## src/rtl/expr_string.sv

```systemverilog
// expr_string: streaming recogniser for infix arithmetic expressions.
// One ASCII character is consumed per cycle with in_valid high. out reports
// whether the prefix consumed so far is a complete, well-formed expression.
// err is sticky until clr.
module expr_string #(
    parameter int unsigned MAX_DIGITS = 4,
    parameter int unsigned MAX_DEPTH  = 7,
    parameter int unsigned EXT_OPS    = 0,
    parameter int unsigned CNT_W      = 8
) (
    input  logic                             clk,
    input  logic                             clr,
    input  logic [7:0]                       in,
    input  logic                             in_valid,
    output logic                             out,
    output logic                             err,
    output logic [$clog2(MAX_DEPTH+1)-1:0]   depth,
    output logic [CNT_W-1:0]                 opnd_cnt
);

    localparam int unsigned DEP_W = $clog2(MAX_DEPTH + 1);
    localparam int unsigned DC_W  = $clog2(MAX_DIGITS + 1);

    localparam logic [CNT_W-1:0] CNT_MAX = '1;

    // FSM states
    localparam logic [1:0] S_OPND  = 2'd0;
    localparam logic [1:0] S_NUM   = 2'd1;
    localparam logic [1:0] S_CLOSE = 2'd2;
    localparam logic [1:0] S_ERR   = 2'd3;

    // Character classes
    localparam logic [2:0] C_DIG = 3'd0;
    localparam logic [2:0] C_OP  = 3'd1;
    localparam logic [2:0] C_LP  = 3'd2;
    localparam logic [2:0] C_RP  = 3'd3;
    localparam logic [2:0] C_BAD = 3'd4;

    logic [1:0]       state_q, state_d;
    logic [DEP_W-1:0] depth_q, depth_d;
    logic [DC_W-1:0]  dcnt_q,  dcnt_d;
    logic [CNT_W-1:0] cnt_q,   cnt_d;
    logic             out_q,   out_d;
    logic             err_q,   err_d;
    logic [2:0]       cls_c;

    // Classify the incoming character
    always_comb begin
        cls_c = C_BAD;
        if ((in >= 8'h30) && (in <= 8'h39)) begin
            cls_c = C_DIG;
        end else begin
            case (in)
                8'h2B, 8'h2A: cls_c = C_OP;
                8'h2D, 8'h2F: cls_c = (EXT_OPS != 0) ? C_OP : C_BAD;
                8'h28:        cls_c = C_LP;
                8'h29:        cls_c = C_RP;
                default:      cls_c = C_BAD;
            endcase
        end
    end

    // Next state; counters are left untouched on any transition into S_ERR
    always_comb begin
        state_d = state_q;
        depth_d = depth_q;
        dcnt_d  = dcnt_q;
        cnt_d   = cnt_q;
        if (in_valid) begin
            case (state_q)
                S_OPND: begin
                    if (cls_c == C_DIG) begin
                        state_d = S_NUM;
                        dcnt_d  = DC_W'(1);
                        if (cnt_q != CNT_MAX) begin
                            cnt_d = cnt_q + 1'b1;
                        end
                    end else if (cls_c == C_LP) begin
                        if (depth_q == DEP_W'(MAX_DEPTH)) begin
                            state_d = S_ERR;
                        end else begin
                            depth_d = depth_q + 1'b1;
                        end
                    end else begin
                        state_d = S_ERR;
                    end
                end
                S_NUM: begin
                    if (cls_c == C_DIG) begin
                        if (dcnt_q == DC_W'(MAX_DIGITS)) begin
                            state_d = S_ERR;
                        end else begin
                            dcnt_d = dcnt_q + 1'b1;
                        end
                    end else if (cls_c == C_OP) begin
                        state_d = S_OPND;
                    end else if (cls_c == C_RP) begin
                        if (depth_q == '0) begin
                            state_d = S_ERR;
                        end else begin
                            state_d = S_CLOSE;
                            depth_d = depth_q - 1'b1;
                        end
                    end else begin
                        state_d = S_ERR;
                    end
                end
                S_CLOSE: begin
                    if (cls_c == C_OP) begin
                        state_d = S_OPND;
                    end else if (cls_c == C_RP) begin
                        if (depth_q == '0) begin
                            state_d = S_ERR;
                        end else begin
                            depth_d = depth_q - 1'b1;
                        end
                    end else begin
                        state_d = S_ERR;
                    end
                end
                default: begin
                    state_d = S_ERR;
                end
            endcase
        end
        out_d = ((state_d == S_NUM) || (state_d == S_CLOSE)) && (depth_d == '0);
        err_d = (state_d == S_ERR);
    end

    // State, counters and status flags
    always_ff @(posedge clk or posedge clr) begin
        if (clr) begin
            state_q <= S_OPND;
            depth_q <= '0;
            dcnt_q  <= '0;
            cnt_q   <= '0;
            out_q   <= 1'b0;
            err_q   <= 1'b0;
        end else begin
            state_q <= state_d;
            depth_q <= depth_d;
            dcnt_q  <= dcnt_d;
            cnt_q   <= cnt_d;
            out_q   <= out_d;
            err_q   <= err_d;
        end
    end

    assign out      = out_q;
    assign err      = err_q;
    assign depth    = depth_q;
    assign opnd_cnt = cnt_q;

endmodule

```

## config.mk

```make
export PLATFORM = sky130hd
export DESIGN_NAME = expr_string
export DESIGN_NICKNAME = d
export VERILOG_FILES = /design/src/rtl/expr_string.sv
export SDC_FILE = /design/constraint.sdc
export NUM_CORES = 1
export LEC_CHECK = 0
export ABC_AREA = 1
export CAP_MARGIN = 30
export CORE_MARGIN = 2
export CORE_UTILIZATION = 55
export DETAILED_ROUTE_END_ITERATION = 12
export MAX_ROUTING_LAYER = met4
export PLACE_DENSITY = 0.84
export RECOVER_POWER = 25
export SLEW_MARGIN = 20
export SYNTH_ARGS = -nofsm -noshare
export SYNTH_HDL_FRONTEND = slang
export SYNTH_SLANG_ARGS = --single-unit
```

## constraint.sdc

```tcl
create_clock -name clk -period 2.7 [get_ports clk]
set_clock_uncertainty 0.1 [all_clocks]
set_input_delay 0.27 -clock clk [delete_from_list [all_inputs] [get_ports clk]]
set_output_delay 0.27 -clock clk [all_outputs]
set_load 0.005 [all_outputs]
```

**Run 1: metal layers overlaid**

Drawn at 6 px/micron. Only two layers are drawn.
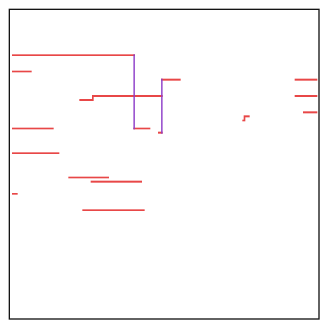
- purple: M4 (wire length 21.1 microns)
- red: M3 (wire length 93.6 microns)
via count: 1097
Routed WL per cell: 12.12 microns
Total GRT Usage: 0.2386
Routed WL: 2582 microns

**Run 1: logic cells by family**

Drawn at 8 px/micron.
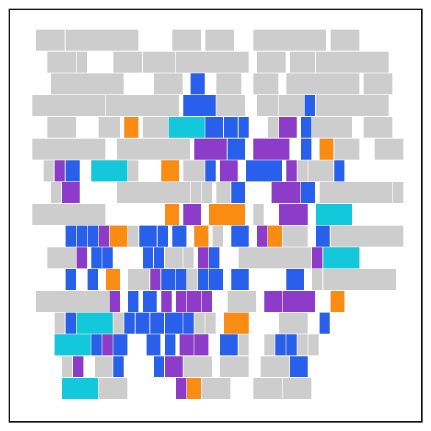
- purple: nor cells (cells 29)
- blue: nand cells (cells 55)
- orange: aoi and oai cells (cells 12)
- cyan: fa/ha/maj cells (cells 7)

**Run 1: clock nets**

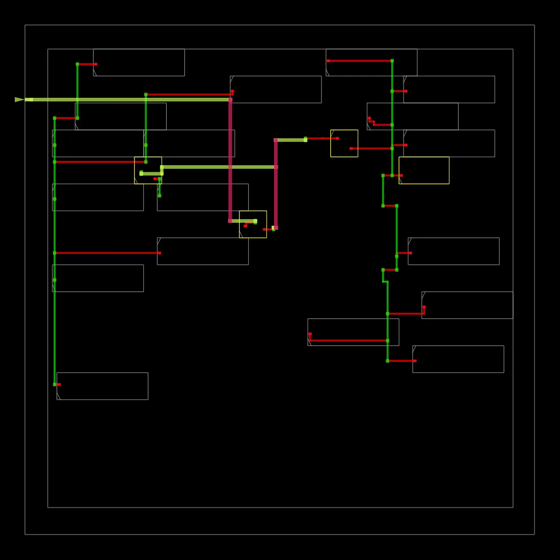
num sequential: 18
Num CTS Buffers: 3
P_clk: 0.165 mW
clkbuf count: 4
Sink Count: 18

**Run 1: clock distribution**

Drawn at 10 px/micron.
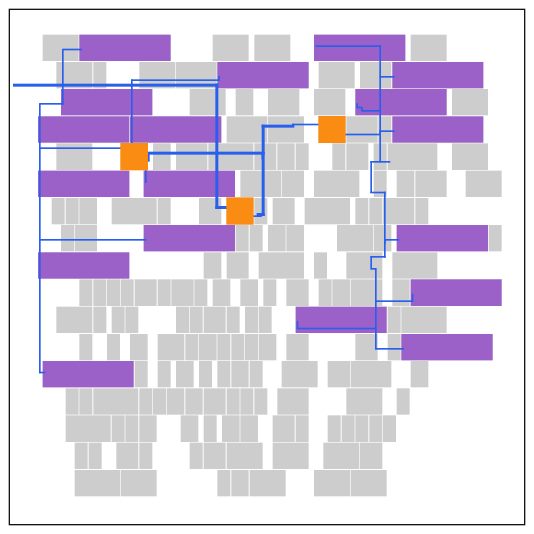
- blue: clock wires (length 212 microns)
- purple: flip-flops (count 18)
- orange: clock-net drivers (count 3)
- routed clock nets: 4
clk ins delay skew pair: 0.29 ns
clock share of power: 0.229

## run 1: where the power goes
group          switching, mW  internal, mW  total, mW
logic                  0.120         0.105      0.225
registers             0.0306         0.299      0.330
clock network         0.0829        0.0822      0.165
## run 1: cell usage in the layout (no fill, tap or decap), drive strengths merged, types with 2 or more instances in the layout
cell and n:
clkbuf 4, clkdlybuf4s50 22, or2 2, a21oi 4
nor3 5, xnor2 3, xor2 5, dfrtp 18
nand2 38, ha 7, nand3 14, nor2 23
o22ai 2, nand4 3, inv 24, o21ai 5
## run 1: synth_stat cells
cell,instances,share of area
nand2_1,30,0.091
inv_1,20,0.061
dfrtp_1,18,0.36
nor2_1,15,0.046
nand3_1,14,0.057
ha_1,7,0.071
nand2_2,7,0.035
nor2_2,6,0.030
xor2_1,5,0.035
a21oi_1,4,0.016
inv_2,4,0.012
o21ai_0,4,0.016
nor3_1,3,0.012
xnor2_1,3,0.021
nand4_1,2,0.010
nor2_4,2,0.018
nor3_2,2,0.016
a21o_1,1,0.0061
a31oi_1,1,0.0051
clkinv_2,1,0.0040
mux2_1,1,0.0091
nand2_4,1,0.0091
nand4_2,1,0.010
nor3b_2,1,0.010
o21ai_2,1,0.0071
o22ai_1,1,0.0051
o22ai_2,1,0.010
or2_1,1,0.0051
or2_2,1,0.0051
## run 1: metrics by stage
step	power, mW	instances	setup slack, ns
global placement	0.5509	209	0.5168
floorplan	0.4682	158	0.9443
detailed placement	0.5601	209	0.4548
CTS	0.7235	213	0.6918
finish	0.7197	213	0.7051
global route	0.7710	213	0.5340
## run 1: worst max-delay path: stages (launching register included)
cell	delay, ns
dfrtp_1	0.45
inv_1	0.09
ha_1	0.20
nand2_1	0.09
nand4_1	0.22
a31oi_1	0.25
a21oi_1	0.08
ha_1	0.29
nand3_1	0.08
nor2_1	0.04
==> qor.txt, run 1 <==
# port buffers: 23
CTS tree: built
Ant diodes: 0
Kind of critical path: reg2reg
Adder Share, Synth: 0.07092
Reg2reg path depth: 9
Post-DP Area: 1500 sq um
Routing usage on met2: 0.4359
Number of global-route vias before repair: 1083
Comb/total area: 0.4487
Crit path arrival time: 2.08 ns
Die Wd: 51.39 microns
GRT overflow: 0
DR WL met2: 1394 microns
Top non-seq family: simple AND/OR/NAND/NOR gates
Hold Path Class: in2async
CTS Buffer Depth: 2
CP required: 2.78 ns
Final hold violation count: 0
Largest net degree at the start of global routing: 19
DRC viols: 0
Router iterations before antenna repair: 4
Synthesized Nets: 176
DRT iter0 DRCs: 24
Final-layout fill cell count: 186
Post-synthesis cell count from yosys: 158
Final Max Tran Viols: 0
Met1 usage: 0.2658
Final antenna-violating net count: 0
Met3 Resource Use GR: 0.05848
Yosys warns: 0
Logic area: 689.4 sq um
Final nets: 204
Most used routing layer: met2
Outcome: finished clean
Synth cell types: 29
XOR Share, Synth: 0.05674
Fraction of layout cells with a size suffix above 1: 0.1730
FMAX: 0.5013 GHz
Post-synth mux share: 0.009119
Reg area: 450.4 sq um
Crit-path max FO: 5
Buffer share of cell area: 0.1498
Post-Syn Area: 1235 sq um
Core box area: 2170 sq um
RD Place Congestion: 0.8866
**Run 1: pin placement**

Drawn at 8 px/micron. Pins as bars across the die edge, other pins in grey.
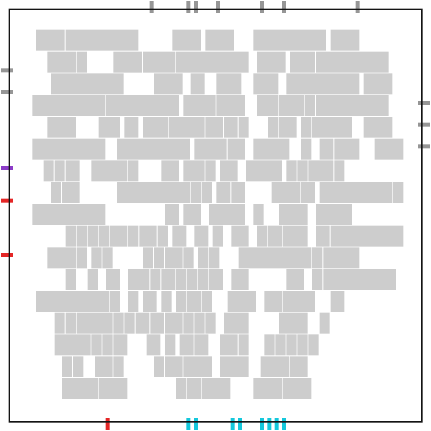

==> inputs of run 2 (changes only) <==
--- a/config.mk
+++ b/config.mk
@@ -8,10 +8,10 @@
 export ABC_AREA = 1
 export CAP_MARGIN = 30
 export CORE_MARGIN = 2
-export CORE_UTILIZATION = 55
+export CORE_UTILIZATION = 46
 export DETAILED_ROUTE_END_ITERATION = 12
 export MAX_ROUTING_LAYER = met4
-export PLACE_DENSITY = 0.84
+export PLACE_DENSITY = 0.75
 export RECOVER_POWER = 25
 export SLEW_MARGIN = 20
 export SYNTH_ARGS = -nofsm -noshare
==> constraint.sdc (replaced) <==
create_clock -name clk -period 1.8 [get_ports clk]
set_clock_uncertainty 0.1 [all_clocks]
set_input_delay 0.18 -clock clk [delete_from_list [all_inputs] [get_ports clk]]
set_output_delay 0.18 -clock clk [all_outputs]
set_load 0.005 [all_outputs]
**Run 2: pin placement**

Drawn at 6 px/micron. Pins as bars across the die edge, other pins in grey.
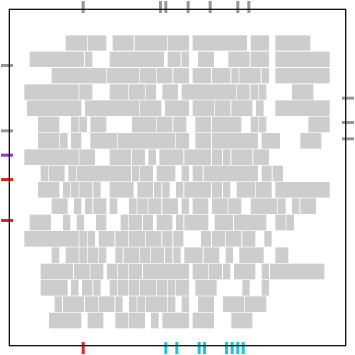
- purple: out (pins 1; direction output; edge west)
- red: depth (pins 3; direction output; edge 2 west, 1 south)
- cyan: in (pins 8; direction input; edge south)
- all pins by edge: 9 south, 7 north, 5 west, 3 east

**Run 2: clock distribution**

Drawn at 8 px/micron.
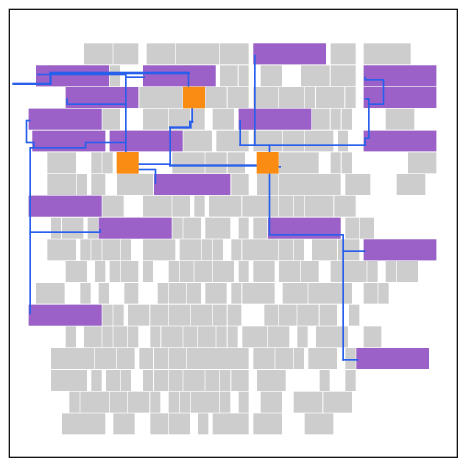
- orange: clock-net drivers (count 3)
- purple: flip-flops (count 18)
- blue: clock wires (length 223 microns)
- routed clock nets: 4

==> run 2 against run 1 <==
Against the previous run:
- the run now ends with setup timing left
- combinational power increased by 96%
- power is 65% higher
- hold slack worse by 0.0079 ns
- highest routed layer unchanged
- clock-buffer cell count stayed put
- sequential power up 51%
- via count rose by 15%
- largest power group unchanged
- die size rose by 18%
- final cell count rose by 16%
- sequential cell count did not move
- first-iteration DRC count rose by 8.3%
- critical endpoint unchanged
==> qor.txt, run 2 <==
Fraction of layout cells with a size suffix above 1: 0.3945 (+0.2215)
Leading area contributor after synthesis: dfrtp_1
# port buffers: 23 (unchanged)
Final setup fails: 2
Routed WL: 3492 microns (+35%)
Failing checks: setup timing
Number of global-route vias before repair: 1199 (+11%)
Most common cell on crit path: nand3_1
FMAX: 0.5406 GHz (+7.8%)
Max-area cell share: 0.3647 (unchanged)
Placed Instances: 232 (+11%)
Ys async rst share: 1.000 (unchanged)
Yosys warns: 0 (unchanged)
DRC viols: 0 (unchanged)
Commonest non-fill, non-tap cell in the layout: buf_4
Final antenna-violating net count: 0 (unchanged)
Slowest stage delay, CP: 0.44 ns (about the same)
Top cells excl fill/tap: 31 x buf_4, 24 x nand2_1, 21 x clkdlybuf4s50_1, 17 x inv_1, 17 x dfrtp_1
Most common flop cell mapped by yosys: dfrtp_1
Worst setup margin: -0.04986 ns (-0.7549 ns)
Outcome: finished, violations left
Num CTS Buffers: 3 (unchanged)
Top cells, area: dfrtp_1 36%, nand2_1 9.1%, ha_1 7.1%, inv_1 6.1%, nand3_1 5.7%
Reg2reg path depth: 11 (+2)
Ant diodes: 0 (unchanged)
Hold Path Class: reg2reg
Routed WL per cell: 14.08 microns (+16%)
Kind of critical path: reg2reg
Adder Share, Synth: 0.07092 (unchanged)
Core box area: 2500 sq um (+15%)
Final Max Tran Viols: 0 (unchanged)
Final-layout fill cell count: 178 (-4.3%)
Final nets: 237 (+16%)
Total power: 1.190 mW (+65%)
Synthesized Nets: 176 (unchanged)
Post-DP Area: 1660 sq um (+11%)
Top non-seq family: simple AND/OR/NAND/NOR gates
Total GRT Usage: 0.1964 (-0.04219)
**Run 2: metal layers overlaid**

Drawn at 4 px/micron. Only two layers are drawn.
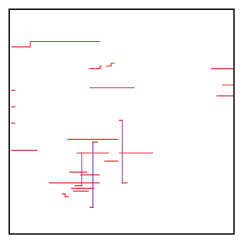
- purple: M4 (wire length 40.1 microns)
- red: M3 (wire length 130 microns)

[run 2: area by class of cell]
type	count	area [sq um]	share of cell area
inverter	25	95.09	0.05053
sequential	18	451.7	0.2400
clock buffer	4	36.28	0.01928
tap	30	37.54	0.01995
multi-input combinational	115	780.7	0.4149
timing repair buffer	56	480.5	0.2553
[run 2: where the power goes]
group / total (mW) / switching, mW / internal (mW)
sequential: 0.498 / 0.0492 / 0.449
combinational: 0.442 / 0.223 / 0.219
clock: 0.250 / 0.127 / 0.123
total: 1.19 / 0.399 / 0.791
[run 2: worst max-delay path: cells and delay by family, from the launching register on]
| family | cells | cell delay [ns] |
|---|---|---|
| and+or+nand+nor | 6 | 0.57 |
| buffers and inverters | 2 | 0.16 |
| AOI/OAI and AO/OA | 2 | 0.22 |
| DFF | 1 | 0.44 |
| adders and majority gates | 1 | 0.25 |
[run 2: logic make-up (layout without fill, tap and decap cells)]
logic type	after synthesis	in the layout
adder cells (fa/ha/maj)	7	7
AND/OR/NAND/NOR	86	86
AND-OR/OR-AND	13	13
multiplexers	1	1
flip-flops	18	18
buffers and inverters	25	85
XOR/XNOR	8	8
[run 2: metrics by stage]
stage                     worst slack, ns  hold slack (ns)  utilization
after global placement            -0.2870           0.3786       0.6642
final                            -0.04986           0.3975       0.7528
after floorplan                   0.04431          0.01857            -
after global routing              -0.1766           0.4165       0.7528
after detailed placement          -0.3433           0.3804       0.6642
after CTS                       -0.008154           0.1221       0.6922
[run 2: what timing repair did]
item | 4_1_cts | 5_1_grt
pin swaps | 4 | 15
gates resized | 2 | 29
setup endpoints to repair | 1 | 6
setup buffers | 4 | 8
[run 2: per-layer routing]
layer	share of wire	track usage	vias to the layer above
li1	-	-	623
met1	0.41	0.2120	597
met2	0.54	0.3793	40
met3	0.037	0.02791	6
met4	0.011	0.04082	0
met5	0	-	-
Power is estimated from default activity; no workload was simulated.
